$ cat src/rtl/toggle_stream_decoder.sv
// -----------------------------------------------------------------------------
// toggle_stream_decoder
//
// Receive-side counterpart of the D-to-T conversion flip-flop. A serial stream
// of toggle bits (1 = invert line level, 0 = hold) is turned back into line
// levels by a T flip-flop built from a D register (q_next = q ^ t). The
// rebuilt levels are packed LSB-first into WIDTH-bit words and offered on a
// valid/ready output backed by a one-word holding buffer. The input stream is
// never stalled: a word that completes while the buffer is still occupied and
// not being consumed is dropped and flagged on the sticky overflow output.
//
// Parameters:
//   WIDTH      bits per output word (2..32)
//   INIT_LEVEL line level after reset
//
// Ports:
//   clk         clock, rising edge
//   reset       synchronous, active-high reset
//   t_in        toggle bit
//   t_valid     t_in valid this cycle (always accepted)
//   level_out   current reconstructed line level
//   word_out    reconstructed word, LSB = first received bit
//   word_valid  word_out holds an unconsumed word
//   word_ready  consumer accepts word_out
//   overflow    sticky, a completed word was dropped
//   clr_ovf     clears overflow (a simultaneous drop wins)
//   tcount      number of t_in=1 bits in the word on word_out
//               (only when TOGGLE_STREAM_DECODER_TCOUNT_EN is defined)
//
// Optional feature macro: TOGGLE_STREAM_DECODER_TCOUNT_EN
// -----------------------------------------------------------------------------
module toggle_stream_decoder #(
   parameter int   WIDTH      = 8,
   parameter logic INIT_LEVEL = 1'b0
) (
   input  logic             clk,
   input  logic             reset,
   input  logic             t_in,
   input  logic             t_valid,
   output logic             level_out,
   output logic [WIDTH-1:0] word_out,
   output logic             word_valid,
   input  logic             word_ready,
   output logic             overflow,
   input  logic             clr_ovf
`ifdef TOGGLE_STREAM_DECODER_TCOUNT_EN
   ,
   output logic [$clog2(WIDTH+1)-1:0] tcount
`endif
);

   localparam int CW = $clog2(WIDTH);
   localparam logic [CW-1:0] LAST_IDX = CW'(WIDTH - 1);

   typedef enum logic [0:0] {
      EMPTY = 1'b0,
      FULL  = 1'b1
   } state_t;

   logic             q_r;
   logic [CW-1:0]    bit_cnt_r;
   logic [WIDTH-1:0] shift_r;
   logic [WIDTH-1:0] word_r;
   logic             word_valid_r;
   logic             overflow_r;
   state_t           state_r;
   state_t           state_nxt_s;

   logic             d_s;
   logic             complete_s;
   logic [WIDTH-1:0] assembled_s;
   logic             load_s;
   logic             drop_s;

   // Post-update level of the current bit and the word as it would look with
   // that bit inserted; a completing word is taken from here so the last bit
   // does not have to pass through shift_r first.
   always_comb begin
      d_s         = q_r ^ t_in;
      assembled_s = shift_r;
      complete_s  = 1'b0;
      if (t_valid) begin
         assembled_s[bit_cnt_r] = d_s;
         complete_s             = (bit_cnt_r == LAST_IDX);
      end else begin
         assembled_s = shift_r;
         complete_s  = 1'b0;
      end
   end

   // Line-level T flip-flop and word assembly.
   always_ff @(posedge clk) begin
      if (reset) begin
         q_r       <= INIT_LEVEL;
         bit_cnt_r <= {CW{1'b0}};
         shift_r   <= {WIDTH{1'b0}};
      end else if (t_valid) begin
         q_r       <= d_s;
         shift_r   <= assembled_s;
         bit_cnt_r <= complete_s ? {CW{1'b0}} : (bit_cnt_r + {{(CW-1){1'b0}}, 1'b1});
      end
   end

   // Holding-buffer FSM: decides whether a completing word is loaded or dropped.
   always_comb begin
      state_nxt_s = state_r;
      load_s      = 1'b0;
      drop_s      = 1'b0;
      case (state_r)
         EMPTY: begin
            if (complete_s) begin
               load_s      = 1'b1;
               state_nxt_s = FULL;
            end else begin
               state_nxt_s = EMPTY;
            end
         end
         FULL: begin
            if (complete_s) begin
               // Consumer taking the old word frees the slot in the same cycle.
               if (word_ready) begin
                  load_s = 1'b1;
               end else begin
                  drop_s = 1'b1;
               end
               state_nxt_s = FULL;
            end else if (word_ready) begin
               state_nxt_s = EMPTY;
            end else begin
               state_nxt_s = FULL;
            end
         end
         default: begin
            state_nxt_s = EMPTY;
         end
      endcase
   end

   // Output buffer, valid flag and sticky overflow.
   always_ff @(posedge clk) begin
      if (reset) begin
         state_r      <= EMPTY;
         word_r       <= {WIDTH{1'b0}};
         word_valid_r <= 1'b0;
         overflow_r   <= 1'b0;
      end else begin
         state_r      <= state_nxt_s;
         word_valid_r <= (state_nxt_s == FULL);
         if (load_s) begin
            word_r <= assembled_s;
         end
         // A drop in the same cycle as a clear leaves the flag set.
         if (drop_s) begin
            overflow_r <= 1'b1;
         end else if (clr_ovf) begin
            overflow_r <= 1'b0;
         end
      end
   end

   assign level_out  = q_r;
   assign word_out   = word_r;
   assign word_valid = word_valid_r;
   assign overflow   = overflow_r;

`ifdef TOGGLE_STREAM_DECODER_TCOUNT_EN
   localparam int TCW = $clog2(WIDTH + 1);

   logic [TCW-1:0] tc_run_r;
   logic [TCW-1:0] tcount_r;
   logic [TCW-1:0] tc_sum_s;

   // Running toggle count including the current bit.
   always_comb begin
      tc_sum_s = tc_run_r + {{(TCW-1){1'b0}}, t_in};
   end

   // Toggle counter: restarts at each word boundary, latched with word_out.
   always_ff @(posedge clk) begin
      if (reset) begin
         tc_run_r <= {TCW{1'b0}};
         tcount_r <= {TCW{1'b0}};
      end else begin
         if (t_valid) begin
            tc_run_r <= complete_s ? {TCW{1'b0}} : tc_sum_s;
         end
         if (load_s) begin
            tcount_r <= tc_sum_s;
         end
      end
   end

   assign tcount = tcount_r;
`endif

endmodule

$ cat config.mk
export PLATFORM = sky130hd
export DESIGN_NAME = toggle_stream_decoder
export DESIGN_NICKNAME = d
export VERILOG_FILES = /design/src/rtl/toggle_stream_decoder.sv
export SDC_FILE = /design/constraint.sdc
export NUM_CORES = 1
export LEC_CHECK = 0
export CAP_MARGIN = 20
export CORE_MARGIN = 2
export CORE_UTILIZATION = 40
export DETAILED_ROUTE_END_ITERATION = 7
export SLEW_MARGIN = 10
export SYNTH_ARGS = -nofsm -noshare
export SYNTH_HDL_FRONTEND = slang
export SYNTH_SLANG_ARGS = --single-unit
$ cat constraint.sdc
create_clock -name clk -period 1.7 [get_ports clk]
set_input_delay 0.34 -clock clk [delete_from_list [all_inputs] [get_ports clk]]
set_output_delay 0.34 -clock clk [all_outputs]
set_load 0.02 [all_outputs]
==> qor.log, run 1 <==
[route] number of vias in the routed layout 681
[worst_setup_path] crit path max-delay cell type sky130_fd_sc_hd__clkdlybuf4s50_1
[worst_setup_path] path depth of the worst reg2reg path 5
[clock_network] TritonCTS clock tree done
[synth] Dominant combinational family simple AND/OR/NAND/NOR gates
[floorplanning] Placeable Area 2020 um2
[global_routing] initial antenna violation count 0
[global_routing] via count of the first global-routing pass 687
[cells_and_area] Non-Filler Instances 133
[worst_setup_path] data required time of the critical path 1.36 ns
[placed_design] number of instances in the placed design 129
[cells_and_area] final core occ 58.6%
[clock_network] # hold bufs at CTS 0
[placed_design] total half-perimeter wirelength after legalization and detailed placement 1150 um
[synth] Mapped Area 875 um2
[clock_network] register clock-pin slew on the reported worst setup and hold paths 0.13 ns
[cells_and_area] Final nets 115
[worst_setup_path] critical-path maximum fanout 2
[worst_setup_path] destination of the worst register-to-register timing path word_out[0]$_SDFFE_PP0P_
[synth] Compound Share, Synth 10.9%
[clock_network] number of setup buffers added after CTS 0
[power_and_ir_drop] power density of the placed cells 872 nW/um2
[sta] final number of hold-violating endpoints 0
[global_routing] global-route congestion overflow total 0
[sta] final setup vio count 0
[worst_setup_path] number of cells on the critical path 1
[sta] accumulated negative setup slack 0 ns
[global_routing] pin count of the biggest net entering global routing 14
[worst_setup_path] Worst setup startpoint word_out[4]$_SDFFE_PP0P_
[power_and_ir_drop] sum of internal, switching and leakage power 1.03 mW
[flow_run] number of logged tool warnings 26
[power_and_ir_drop] Pleak 0.486 nW
[worst_setup_path] setup slack on the worst flop-to-flop path 0.22 ns
[sta] unrepaired setup endpoints after global routing no
[route] iteration tally of the first detailed-router pass 4
[route] remaining routing DRC violations 0
[synth] Synth Instances 81
[floorplanning] vertical die size 50.8 um
[sta] max-slew headroom at the worst pin 60.2%
[synth] summed standard-cell area reported by yosys 875 um2
[sta] Post-Route Hold Slack 0.477 ns
[worst_setup_path] Setup crit start kind flip-flop
[clock_network] number of H-tree levels 1
[sta] actual slew at the worst max-slew pin 0.595 ns
[worst_hold_path] worst hold path type reg2reg
[worst_hold_path] worst hold path cell count 1
[synth] number of different library cells in the post-synthesis netlist 20
[synth] Synth Area in Adders 2.86%
[clock_network] buffers from clock root to sink, at most 2
[route] Routed Wire Length 1630 um
[synth] proportion of synthesized area in mux cells 11.4%
[route] wire length per cell 12.2 um
[clock_network] total number of clock tree sinks 22
[route] number of nets with antenna violations after routing 0
[cells_and_area] Diodes inserted 0
[sta] ratio of final minimum period to clock period 95.2%
[sta] worst clock skew 0.0125 ns
[worst_setup_path] critical path data arrival time 1.28 ns
[route] post-DR vias/cell 5.12
[worst_setup_path] destination of the critical timing path word_out[4]
[floorplanning] total die size 2580 um2
[cells_and_area] layout cell share with drive strength beyond 1 18.9%
[status] result of the run complete, no violations
[worst_setup_path] delay of the slowest cell on the worst path 0.61 ns
[worst_hold_path] Worst Hold Path EP word_out[5]$_SDFFE_PP0P_
[floorplanning] number of rows created at floorplan 16
[placed_design] area post-placement 1120 um2
[global_routing] first-pass GRT wire length 3140 um
[sta] final worst setup slack 0.0818 ns
[sta] max-slew violations 0
[worst_setup_path] Crit path max-delay family buffers and inverters
[run 1: metal layers]
metal,routed length [um],up-vias,part of all wire (%),GRT usage (%)
li1,-,342,-,-
met1,806,322,50,23.2
met2,741,15,46,24.3
met3,62,2,3.8,3.57
met4,16,0,0.98,5.41
met5,0,-,0,0
[run 1: cell families (layout without fill, tap and decap cells)]
logic type      Yosys count  after routing
fa+ha+maj                 2              2
xor+xnor                  2              2
compound gates           12             12
flops                    22             22
simple gates             27             27
buf+inv                   6             31
mux                      10             10
[run 1: placed cells by master (no fill, tap or decap)]
master	count
sky130_fd_sc_hd__inv_1	1
sky130_fd_sc_hd__nand2b_1	2
sky130_fd_sc_hd__mux2i_1	10
sky130_fd_sc_hd__a21oi_1	2
sky130_fd_sc_hd__buf_4	10
sky130_fd_sc_hd__o2bb2ai_1	8
sky130_fd_sc_hd__nand2_1	2
sky130_fd_sc_hd__xor2_1	2
sky130_fd_sc_hd__dfxtp_1	22
sky130_fd_sc_hd__or3b_4	1
sky130_fd_sc_hd__a2bb2oi_1	1
sky130_fd_sc_hd__nand4_1	1
sky130_fd_sc_hd__clkbuf_4	3
sky130_fd_sc_hd__nor4b_2	1
sky130_fd_sc_hd__dlymetal6s2s_1	1
sky130_fd_sc_hd__bufinv_16	1
sky130_fd_sc_hd__and4bb_2	3
sky130_fd_sc_hd__ha_1	2
sky130_fd_sc_hd__a31oi_2	1
sky130_fd_sc_hd__nand4b_1	3
sky130_fd_sc_hd__nand3b_1	1
sky130_fd_sc_hd__nor2_1	13
sky130_fd_sc_hd__clkdlybuf4s50_1	15
[run 1: worst register-to-register path, stage by stage, from the launching register on]
cell and delay, ns:
sky130_fd_sc_hd__dfxtp_1 0.36, sky130_fd_sc_hd__ha_1 0.16, sky130_fd_sc_hd__ha_1 0.22, sky130_fd_sc_hd__nand2_1 0.10, sky130_fd_sc_hd__or3b_4 0.44, sky130_fd_sc_hd__o2bb2ai_1 0.14
[run 1: Yosys cell counts (all sizes together)]
master   instances  area [um2]
dfxtp           22         440
nor2            13        48.8
mux2i           10         100
o2bb2ai          8        70.1
and4bb           3        37.5
buf              3        15.0
nand4b           3        26.3
a21oi            2        10.0
clkbuf           2        7.51
ha               2        25.0
nand2            2        7.51
nand2b           2        12.5
xor2             2        17.5
a2bb2oi          1        8.76
a31oi            1        6.26
inv              1        3.75
nand3b           1        7.51
nand4            1        6.26
nor4b            1        15.0
or3b             1        8.76
[run 1: power breakdown]
part | leakage (nW) | switching [mW] | internal [mW]
sequential | 0.178 | 0.00541 | 0.526
combinational | 0.280 | 0.0513 | 0.0509
clock | 0.0279 | 0.161 | 0.238
[run 1: flip-flops by register name, indices dropped and copies added, names as in the netlist]
signal	flops
level_out	1
shift_r	8
bit_cnt_r	3
overflow	1
word_out	8
state_r	1
[run 1: area by class of cell]
cell class / instances / area, um2 / area share [%]
flip-flops and latches: 22 / 440 / 37.2
multi-input cells: 53 / 417 / 35.2
repair buffers: 26 / 238 / 20.1
well taps: 27 / 33.8 / 2.85
clock inverters: 1 / 30.0 / 2.53
clock buffers: 3 / 22.5 / 1.90
inverters: 1 / 3.75 / 0.317
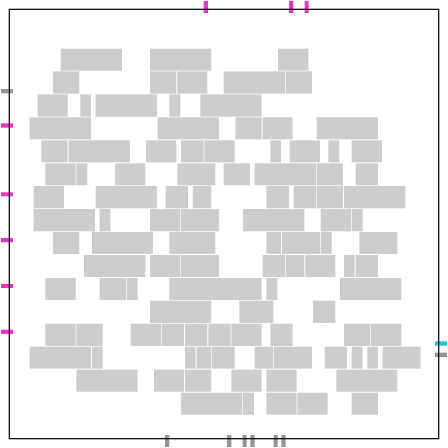
(run_1/pinout.png)
Pins as bars across the die edge, other pins in grey.
Key: cyan = t_in [pins 1, direction input, edge right]; magenta = word_out [pins 8, direction output, edge 5 left, 3 top]
All pins by edge: 6 left, 6 bottom, 3 top, 2 right.

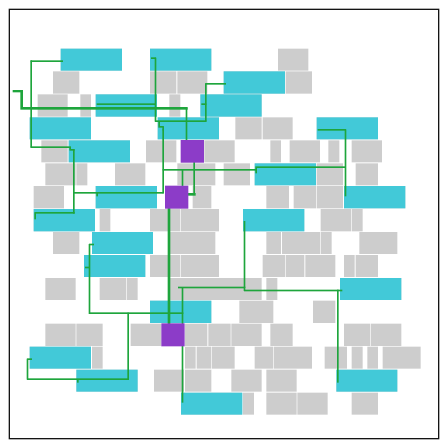
(run_1/clock_wires.png)
Key: green = clock wires [length 263 um]; purple = clock-net drivers [count 3]; cyan = flip-flops [count 22]
There are 4 routed clock nets.

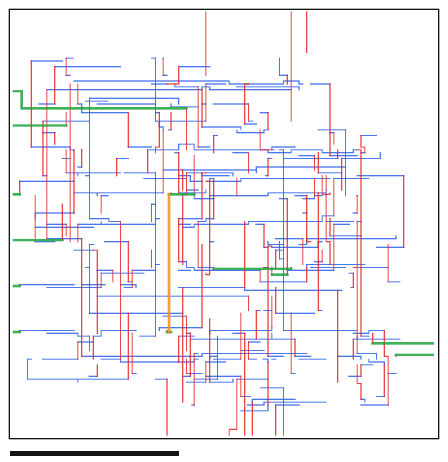
(run_1/layers.png)
Bar = 20 um.
Key: orange = M4 [wire length 16.3 um]; blue = M1 [wire length 807 um]; green = M3 [wire length 62.3 um]; red = M2 [wire length 742 um]

==> run_1/placed.png <==
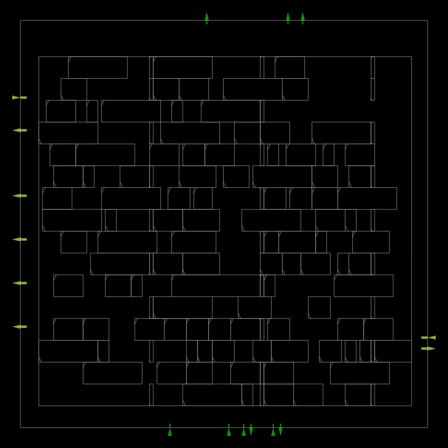

==> run 2: changes to the inputs <==
--- a/config.mk
+++ b/config.mk
@@ -6,8 +6,10 @@
 export NUM_CORES = 1
 export LEC_CHECK = 0
 export CAP_MARGIN = 20
+export CORE_ASPECT_RATIO = 1.1
 export CORE_MARGIN = 2
 export CORE_UTILIZATION = 40
+export CTS_BUF_LIST = sky130_fd_sc_hd__clkbuf_4 sky130_fd_sc_hd__clkbuf_8 sky130_fd_sc_hd__clkbuf_16
 export DETAILED_ROUTE_END_ITERATION = 7
 export SLEW_MARGIN = 10
 export SYNTH_ARGS = -nofsm -noshare
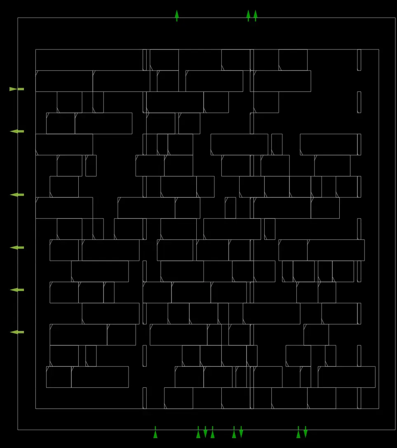
(run_2/placed.png)
fillcell total: 197
share of cell area taken by flip-flops and latches: 37.9%
Placeable Area: 2040 um2
number of rows created at floorplan: 17

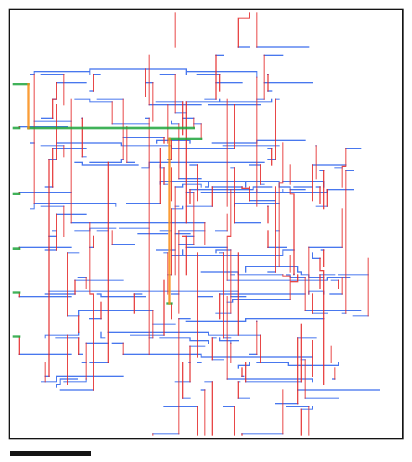
(run_2/layers.png)
Bar = 10 um.
Key: blue = M1 [wire length 794 um]; red = M2 [wire length 756 um]; green = M3 [wire length 29.9 um]; orange = M4 [wire length 25.8 um]

==> run 2 against run 1 <==
Compared with the run above: utilization decreased by 1.7 points; via count fell by 2.1%; critical path type unchanged; worst setup slack gained 0.011 ns; sequential share of layout area up 0.72 points; routed wire length shrank 1.4%; count of clock-buffer cells in the layout rose by 1; design area down 1.9%; synthesized cell count is the same; global-route usage decreased by 1.4 points; critical endpoint is now overflow.
==> qor.log, run 2 <==
[worst_setup_path] setup slack on the worst flop-to-flop path 0.21 ns [was 0.22 ns]
[worst_setup_path] Setup crit start kind flip-flop [unchanged]
[synth] Synth Instances 81 [unchanged]
[sta] actual slew at the worst max-slew pin 0.584 ns [was 0.595 ns]
[worst_setup_path] delay of the slowest cell on the worst path 0.61 ns [about the same]
[worst_setup_path] path depth of the worst reg2reg path 5 [unchanged]
[sta] max-slew violations 0 [unchanged]
[clock_network] number of H-tree levels 1 [unchanged]
[synth] Primary FF master, synth sky130_fd_sc_hd__dfxtp_1 [unchanged]
[global_routing] first-pass GRT wire length 2890 um [was 3140 um]
[power_and_ir_drop] Pleak 0.474 nW [was 0.486 nW]
[synth] most repeated cell in the gate-level netlist after synthesis sky130_fd_sc_hd__dfxtp_1 [unchanged]
[route] Routed Wire Length 1610 um [was 1630 um]
[global_routing] GRT met1 Usage 18.9% [was 23.2%]
[worst_hold_path] Worst Hold Path EP word_out[2]$_SDFFE_PP0P_ [was word_out[5]$_SDFFE_PP0P_]
[placed_design] total half-perimeter wirelength after legalization and detailed placement 1190 um [was 1150 um]
[route] wire length per cell 12.1 um [was 12.2 um]
[synth] Async S/R FF share, synth 0% [unchanged]
[route] number of vias in the routed layout 667 [was 681]
[global_routing] via count of the first global-routing pass 662 [was 687]
[sta] final setup vio count 0 [unchanged]
[global_routing] initial antenna violation count 0 [unchanged]
[route] post-DR vias/cell 5.02 [was 5.12]
[placed_design] number of instances in the placed design 129 [unchanged]
[sta] ratio of final minimum period to clock period 94.6% [was 95.2%]
[status] result of the run complete, no violations [unchanged]
[clock_network] register clock-pin slew on the reported worst setup and hold paths 0.12 ns [was 0.13 ns]
[global_routing] most utilized layer in the global route result met2 [unchanged]
[global_routing] met2 Track Usage GR 24.3% [about the same]
[worst_setup_path] crit path max-delay cell type sky130_fd_sc_hd__clkdlybuf4s50_1 [unchanged]
[sta] final number of hold-violating endpoints 0 [unchanged]
[clock_network] # hold bufs at CTS 0 [unchanged]
[placed_design] area post-placement 1110 um2 [was 1120 um2]
[worst_hold_path] worst hold path cell count 1 [unchanged]
[flow_run] number of logged tool warnings 26 [unchanged]
[global_routing] global-route congestion overflow total 0 [unchanged]
[synth] Mapped Area 875 um2 [unchanged]
[global_routing] met3 demand-to-capacity share in global routing 3.39% [was 3.57%]
[cells_and_area] final core occ 56.9% [was 58.6%]
[global_routing] pin count of the biggest net entering global routing 13 [was 14]
[cells_and_area] Top cell excl fill/tap sky130_fd_sc_hd__dfxtp_1 [unchanged]
[sta] Post-Route Hold Slack 0.479 ns [was 0.477 ns]
[cells_and_area] commonest non-fill, non-tap cells in the layout sky130_fd_sc_hd__dfxtp_1, sky130_fd_sc_hd__clkdlybuf4s50_1, sky130_fd_sc_hd__nor2_1, sky130_fd_sc_hd__mux2i_1, sky130_fd_sc_hd__buf_4 [unchanged]
[cells_and_area] layout cell share with drive strength beyond 1 18.1% [was 18.9%]
[floorplanning] vertical die size 53.0 um [was 50.8 um]
[synth] area share of the largest cell type after synthesis 50.4% [unchanged]
[cells_and_area] Diodes inserted 0 [unchanged]
[worst_setup_path] Crit path max-delay family buffers and inverters [unchanged]
[sta] worst clock skew 0.00118 ns [was 0.0125 ns]
[worst_setup_path] critical-path maximum fanout 2 [unchanged]
[synth] summed standard-cell area reported by yosys 875 um2 [unchanged]
run 2: cell counts after synthesis:
Identical to the previous run, type by type.
run 2: how the worst max path moves through the flow:
stage                              startpoint                  endpoint  slack [ns]  cells after the start
floorplan           bit_cnt_r[1]$_SDFFE_PP0P_  word_out[0]$_SDFFE_PP0P_        0.18                      6
global placement                         t_in  word_out[6]$_SDFFE_PP0P_       -0.12                      4
detailed placement                 word_ready  word_out[0]$_SDFFE_PP0P_       -0.13                      4
CTS                    level_out$_SDFFE_PP0P_                 level_out       0.007                      1
global route         word_out[0]$_SDFFE_PP0P_               word_out[0]        0.01                      1
finish                  overflow$_SDFFE_PP0P_                  overflow        0.09                      1
run 2: final cells by class:
| class | count | area, um2 | share of cell area (%) |
|---|---|---|---|
| Sequential cell | 22 | 440 | 37.9 |
| Tap cell | 28 | 35.0 | 3.01 |
| Inverter | 1 | 3.75 | 0.323 |
| Multi-Input combinational cell | 53 | 417 | 35.8 |
| Clock buffer | 4 | 36.3 | 3.12 |
| Timing Repair Buffer | 25 | 230 | 19.8 |
run 2: metal layers:
layer,up-vias,share of wire (%)
met5,-,0
met4,0,1.6
met3,4,1.8
met2,8,47
met1,314,49
li1,341,-
run 2: kinds of logic (layout without fill, tap and decap cells):
kind of cell    after synthesis  count (layout)  share of synthesized area [%]
simple gates                 27              27                           19.5
flops                        22              22                           50.4
compound gates               12              12                           10.9
fa+ha+maj                     2               2                           2.86
mux                          10              10                           11.4
buf+inv                       6              30                           3.00
xor+xnor                      2               2                           2.00
run 2: metrics by stage:
| step | setup TNS (ns) | worst slack (ns) |
|---|---|---|
| 2_1_floorplan | 0 | 0.177 |
| 3_3_place_gp | -1.31 | -0.122 |
| 3_5_place_dp | -1.43 | -0.129 |
| 4_1_cts | 0 | 0.00657 |
| 5_1_grt | 0 | 0.0150 |
| 6_report | 0 | 0.0925 |
run 2: where the power goes:
group          leakage [nW]  internal (mW)  switching (mW)  total, mW
logic                 0.275         0.0494          0.0503     0.0997
clock network        0.0210          0.131           0.154      0.285
registers             0.178          0.526         0.00547      0.532
total                 0.474          0.707           0.210      0.916
run 2: what timing repair did:
action / 4_1_cts / 5_1_grt
setup buffers: 0 / 0
gates resized: 1 / 2
endpoints found under the setup margin: 8 / 9
==> run_2/port_trees.png <==
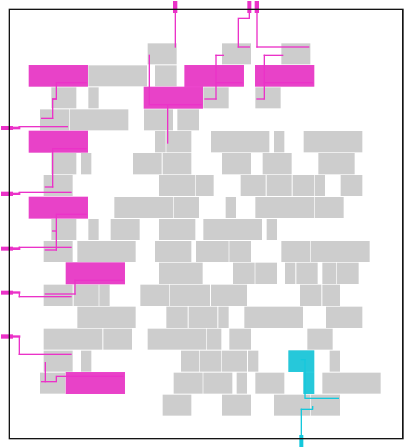

==> run 3: changes to the inputs <==
--- a/config.mk
+++ b/config.mk
@@ -5,7 +5,7 @@
 export SDC_FILE = /design/constraint.sdc
 export NUM_CORES = 1
 export LEC_CHECK = 0
-export CAP_MARGIN = 20
+export ABC_AREA = 1
 export CORE_ASPECT_RATIO = 1.1
 export CORE_MARGIN = 2
 export CORE_UTILIZATION = 40
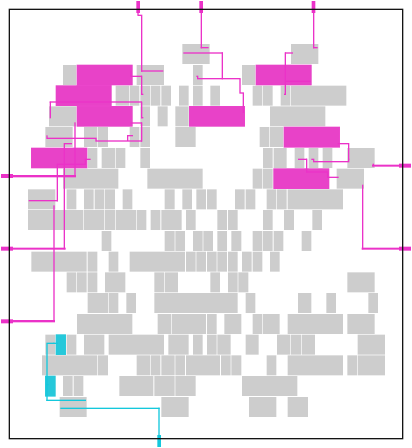
(run_3/port_trees.png)
Key: cyan = t_in [bits 1, direction input, end cells 2, buffers 1, wire 30.5 um]; magenta = word_out [bits 8, direction output, end cells 8, buffers 8, wire 193 um]

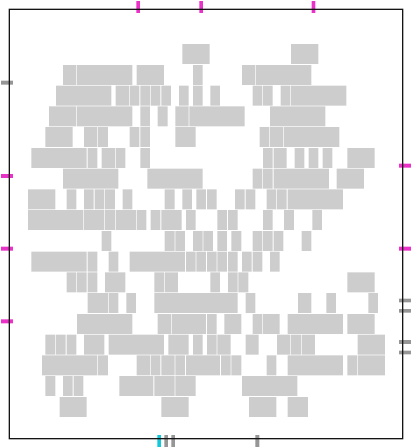
(run_3/pinout.png)
Pins as bars across the die edge, other pins in grey.
Key: magenta = word_out [pins 8, direction output, edge 3 top, 3 left, 2 right]; cyan = t_in [pins 1, direction input, edge bottom]

==> run 3 against run 2 <==
Compared with the run above: total power increased by 14%; sequential cell count stayed put; first-iteration DRC count grew 29%; critical path depth unchanged; synthesized area is 13% higher; design area is 7.3% higher; utilization shrank 2.6 points; count of clock-buffer cells in the layout is 1 lower; sequential power is 1% higher; die area is 12% higher; critical path type unchanged; largest power group unchanged; highest routed layer unchanged.
==> qor.log, run 3 <==
[power_and_ir_drop] maximum ir drop on the vdd rail 508 uV [was 593 uV]
[worst_hold_path] Worst Hold Path EP overflow$_SDFFE_PP0P_ [was word_out[2]$_SDFFE_PP0P_]
[cells_and_area] Area growth syn-to-layout 26.4% [was 32.9%]
[sta] max-slew headroom at the worst pin 80.2% [was 61.0%]
[sta] Final min period 1.62 ns [was 1.61 ns]
[floorplanning] number of top-level design ports 17 [unchanged]
[worst_hold_path] worst hold path cell count 2 [was 1]
[clock_network] buffers from clock root to sink, at most 2 [unchanged]
[synth] simple-gate portion of the synthesized area 30.5% [was 19.5%]
[route] number of nets with antenna violations after routing 0 [unchanged]
[synth] Mapped Area 987 um2 [was 875 um2]
[worst_setup_path] Crit path max-delay family buffers and inverters [unchanged]
[sta] final number of hold-violating endpoints 0 [unchanged]
[worst_setup_path] data required time of the critical path 1.36 ns [about the same]
[floorplanning] vertical die size 56.1 um [was 53.0 um]
[flow_run] number of logged tool warnings 26 [unchanged]
[sta] ratio of final minimum period to clock period 95.5% [was 94.6%]
[route] iteration tally of the first detailed-router pass 4 [unchanged]
[clock_network] number of setup buffers added after CTS 0 [unchanged]
[synth] Synth Area in Adders 2.53% [was 2.86%]
[worst_hold_path] worst hold path type reg2reg [unchanged]
[worst_setup_path] path depth of the worst reg2reg path 7 [was 5]
[sta] unrepaired setup endpoints after global routing no [unchanged]
[worst_setup_path] crit path max-delay cell type sky130_fd_sc_hd__clkdlybuf4s50_1 [unchanged]
[cells_and_area] Diodes inserted 0 [unchanged]
[synth] Async S/R FF share, synth 0% [unchanged]
[sta] worst clock skew 0.00177 ns [was 0.00118 ns]
[synth] Compound Share, Synth 10.9% [about the same]
[worst_setup_path] destination of the worst register-to-register timing path word_out[7]$_SDFFE_PP0P_ [was word_out[5]$_SDFFE_PP0P_]
[clock_network] # hold bufs at CTS 0 [unchanged]
[synth] proportion of synthesized area in mux cells 0% [was 11.4%]
[floorplanning] number of rows created at floorplan 18 [was 17]
[cells_and_area] Final nets 179 [was 114]
[power_and_ir_drop] sum of internal, switching and leakage power 1.04 mW [was 916 uW]
[global_routing] initial antenna violation count 0 [unchanged]
[power_and_ir_drop] Pleak 0.598 nW [was 0.474 nW]
[global_routing] pin count of the biggest net entering global routing 14 [was 13]
[route] remaining routing DRC violations 0 [unchanged]
[sta] actual slew at the worst max-slew pin 0.297 ns [was 0.584 ns]
[sta] max-slew violations 0 [unchanged]
[floorplanning] Placeable Area 2300 um2 [was 2040 um2]
[synth] Synth Instances 149 [was 81]
[sta] accumulated negative setup slack 0 ns [unchanged]
[cells_and_area] Logic area 434 um2 [was 417 um2]
[synth] Dominant combinational family simple AND/OR/NAND/NOR gates [unchanged]
[synth] number of different library cells in the post-synthesis netlist 16 [was 20]
[route] Routed Wire Length 2010 um [was 1610 um]
[clock_network] post-cts sizing count 0 [was 1]
[route] wire length per cell 10.1 um [was 12.1 um]
[global_routing] first-pass GRT wire length 3380 um [was 2890 um]
[worst_setup_path] delay of the slowest cell on the worst path 0.62 ns [was 0.61 ns]
[cells_and_area] total area of sequential cells 440 um2 [unchanged]
[cells_and_area] fillcell total 246 [was 197]
[clock_network] total number of clock tree sinks 22 [unchanged]
[synth] list of most frequent post-synthesis cells sky130_fd_sc_hd__nand2_1, sky130_fd_sc_hd__inv_1, sky130_fd_sc_hd__dfxtp_1, sky130_fd_sc_hd__nor2_1, sky130_fd_sc_hd__a21oi_1 [was sky130_fd_sc_hd__dfxtp_1, sky130_fd_sc_hd__nor2_1, sky130_fd_sc_hd__mux2i_1, sky130_fd_sc_hd__o2bb2ai_1]
[synth] dominant cells by area after synthesis sky130_fd_sc_hd__dfxtp_1, sky130_fd_sc_hd__nand2_1, sky130_fd_sc_hd__inv_1 [was sky130_fd_sc_hd__dfxtp_1, sky130_fd_sc_hd__mux2i_1, sky130_fd_sc_hd__o2bb2ai_1]
[synth] Syn Area/Cell 6.63 um2 [was 10.8 um2]
[worst_setup_path] Worst setup startpoint word_out[6]$_SDFFE_PP0P_ [was overflow$_SDFFE_PP0P_]
[cells_and_area] Top cell excl fill/tap sky130_fd_sc_hd__nand2_1 [was sky130_fd_sc_hd__dfxtp_1]
[synth] post-synthesis xor/xnor area fraction 0% [was 2.00%]
[synth] Primary FF master, synth sky130_fd_sc_hd__dfxtp_1 [unchanged]
[worst_setup_path] critical-path maximum fanout 2 [unchanged]
[worst_setup_path] Setup crit start kind flip-flop [unchanged]
[power_and_ir_drop] power density of the placed cells 836 nW/um2 [was 788 nW/um2]
[worst_setup_path] critical register-to-register path startpoint bit_cnt_r[1]$_SDFFE_PP0P_ [was bit_cnt_r[0]$_SDFFE_PP0P_]
[global_routing] via count of the first global-routing pass 742 [was 662]
[cells_and_area] commonest non-fill, non-tap cells in the layout sky130_fd_sc_hd__nand2_1, sky130_fd_sc_hd__inv_1, sky130_fd_sc_hd__dfxtp_1, sky130_fd_sc_hd__nor2_1, sky130_fd_sc_hd__clkdlybuf4s50_1 [was sky130_fd_sc_hd__dfxtp_1, sky130_fd_sc_hd__clkdlybuf4s50_1, sky130_fd_sc_hd__nor2_1, sky130_fd_sc_hd__mux2i_1, sky130_fd_sc_hd__buf_4]
[synth] Synthesis Warnings 0 [unchanged]
[synth] most repeated cell in the gate-level netlist after synthesis sky130_fd_sc_hd__nand2_1 [was sky130_fd_sc_hd__dfxtp_1]
[clock_network] number of H-tree levels 1 [unchanged]
[synth] number of flops mapped to enable cells by yosys 0 [unchanged]
[route] number of vias in the routed layout 893 [was 667]
[worst_setup_path] number of buffers and inverters on the critical path 1 [unchanged]
[placed_design] total half-perimeter wirelength after legalization and detailed placement 1520 um [was 1190 um]
[route] post-DR vias/cell 4.47 [was 5.02]
[synth] largest area contributor in the synthesized netlist sky130_fd_sc_hd__dfxtp_1 [unchanged]
[cells_and_area] layout cell share with drive strength beyond 1 6.47% [was 18.1%]
[worst_setup_path] setup slack on the worst flop-to-flop path 0.29 ns [was 0.21 ns]
[status] result of the run complete, no violations [unchanged]
[sta] final setup vio count 0 [unchanged]
[worst_setup_path] critical path data arrival time 1.28 ns [was 1.27 ns]
[synth] area share of the largest cell type after synthesis 44.6% [was 50.4%]
[floorplanning] total die size 2880 um2 [was 2580 um2]
[clock_network] register clock-pin slew on the reported worst setup and hold paths 0.12 ns [about the same]
[synth] summed standard-cell area reported by yosys 987 um2 [was 875 um2]
[global_routing] global-route congestion overflow total 0 [unchanged]
[clock_network] TritonCTS clock tree done [unchanged]
==> run 3: how the worst max path moves through the flow <==
| stage | to | slack [ns] | cells past startpoint |
|---|---|---|---|
| after floorplan | word_out[0]$_SDFFE_PP0P_ | 0.48 | 7 |
| after global placement | word_out[5]$_SDFFE_PP0P_ | 0.12 | 6 |
| after detailed placement | word_out[3]$_SDFFE_PP0P_ | 0.06 | 6 |
| after CTS | level_out | 0.02 | 1 |
| after global routing | word_out[6] | 0.02 | 1 |
| final | word_out[6] | 0.08 | 1 |
==> run 3: cell families after synthesis <==
kind of cell	after synthesis
DFF	22
adders and majority gates	2
AOI/OAI and AO/OA	19
and+or+nand+nor	78
buffers and inverters	28
==> run 3: worst min-delay path, stage by stage (launching register included) <==
cell and delay, ns:
sky130_fd_sc_hd__dfxtp_1 0.33, sky130_fd_sc_hd__nand2_1 0.06, sky130_fd_sc_hd__a21oi_1 0.05
==> run 3: where the power goes <==
part           total [mW]  switching [mW]  internal, mW  leakage [nW]
Sequential          0.539          0.0106         0.529         0.178
Clock               0.402           0.164         0.238        0.0279
Combinational       0.102          0.0623        0.0398         0.392
Total                1.04           0.236         0.807         0.598
==> run 3: through the flow <==
| stage | worst slack, ns | utilization [%] | area (um2) | hold WS (ns) | instances |
|---|---|---|---|---|---|
| floorplan | 0.476 | - | 987 | 0.409 | 149 |
| global placement | 0.116 | 51.9 | 1190 | 0.452 | 196 |
| detailed placement | 0.0645 | 51.9 | 1190 | 0.456 | 196 |
| CTS | 0.0233 | 54.2 | 1240 | 0.474 | 200 |
| global route | 0.0162 | 54.3 | 1250 | 0.497 | 200 |
| finish | 0.0761 | 54.3 | 1250 | 0.469 | 200 |
==> run 3: metal layers <==
layer,up-vias,wire [um],GRT usage (%)
li1,493,-,-
met1,380,995,21.4
met2,16,915,22.7
met3,4,74,2.96
met4,0,29,6.77
met5,-,0,0
==> run 3: final cells by class <==
class | count | area share [%]
inverters | 26 | 7.82
clock buffers | 3 | 1.81
multi-input cells | 99 | 34.8
well taps | 30 | 3.01
flip-flops and latches | 22 | 35.3
repair buffers | 19 | 14.8
clock inverters | 1 | 2.41
Power and IR drop assume default switching activity.
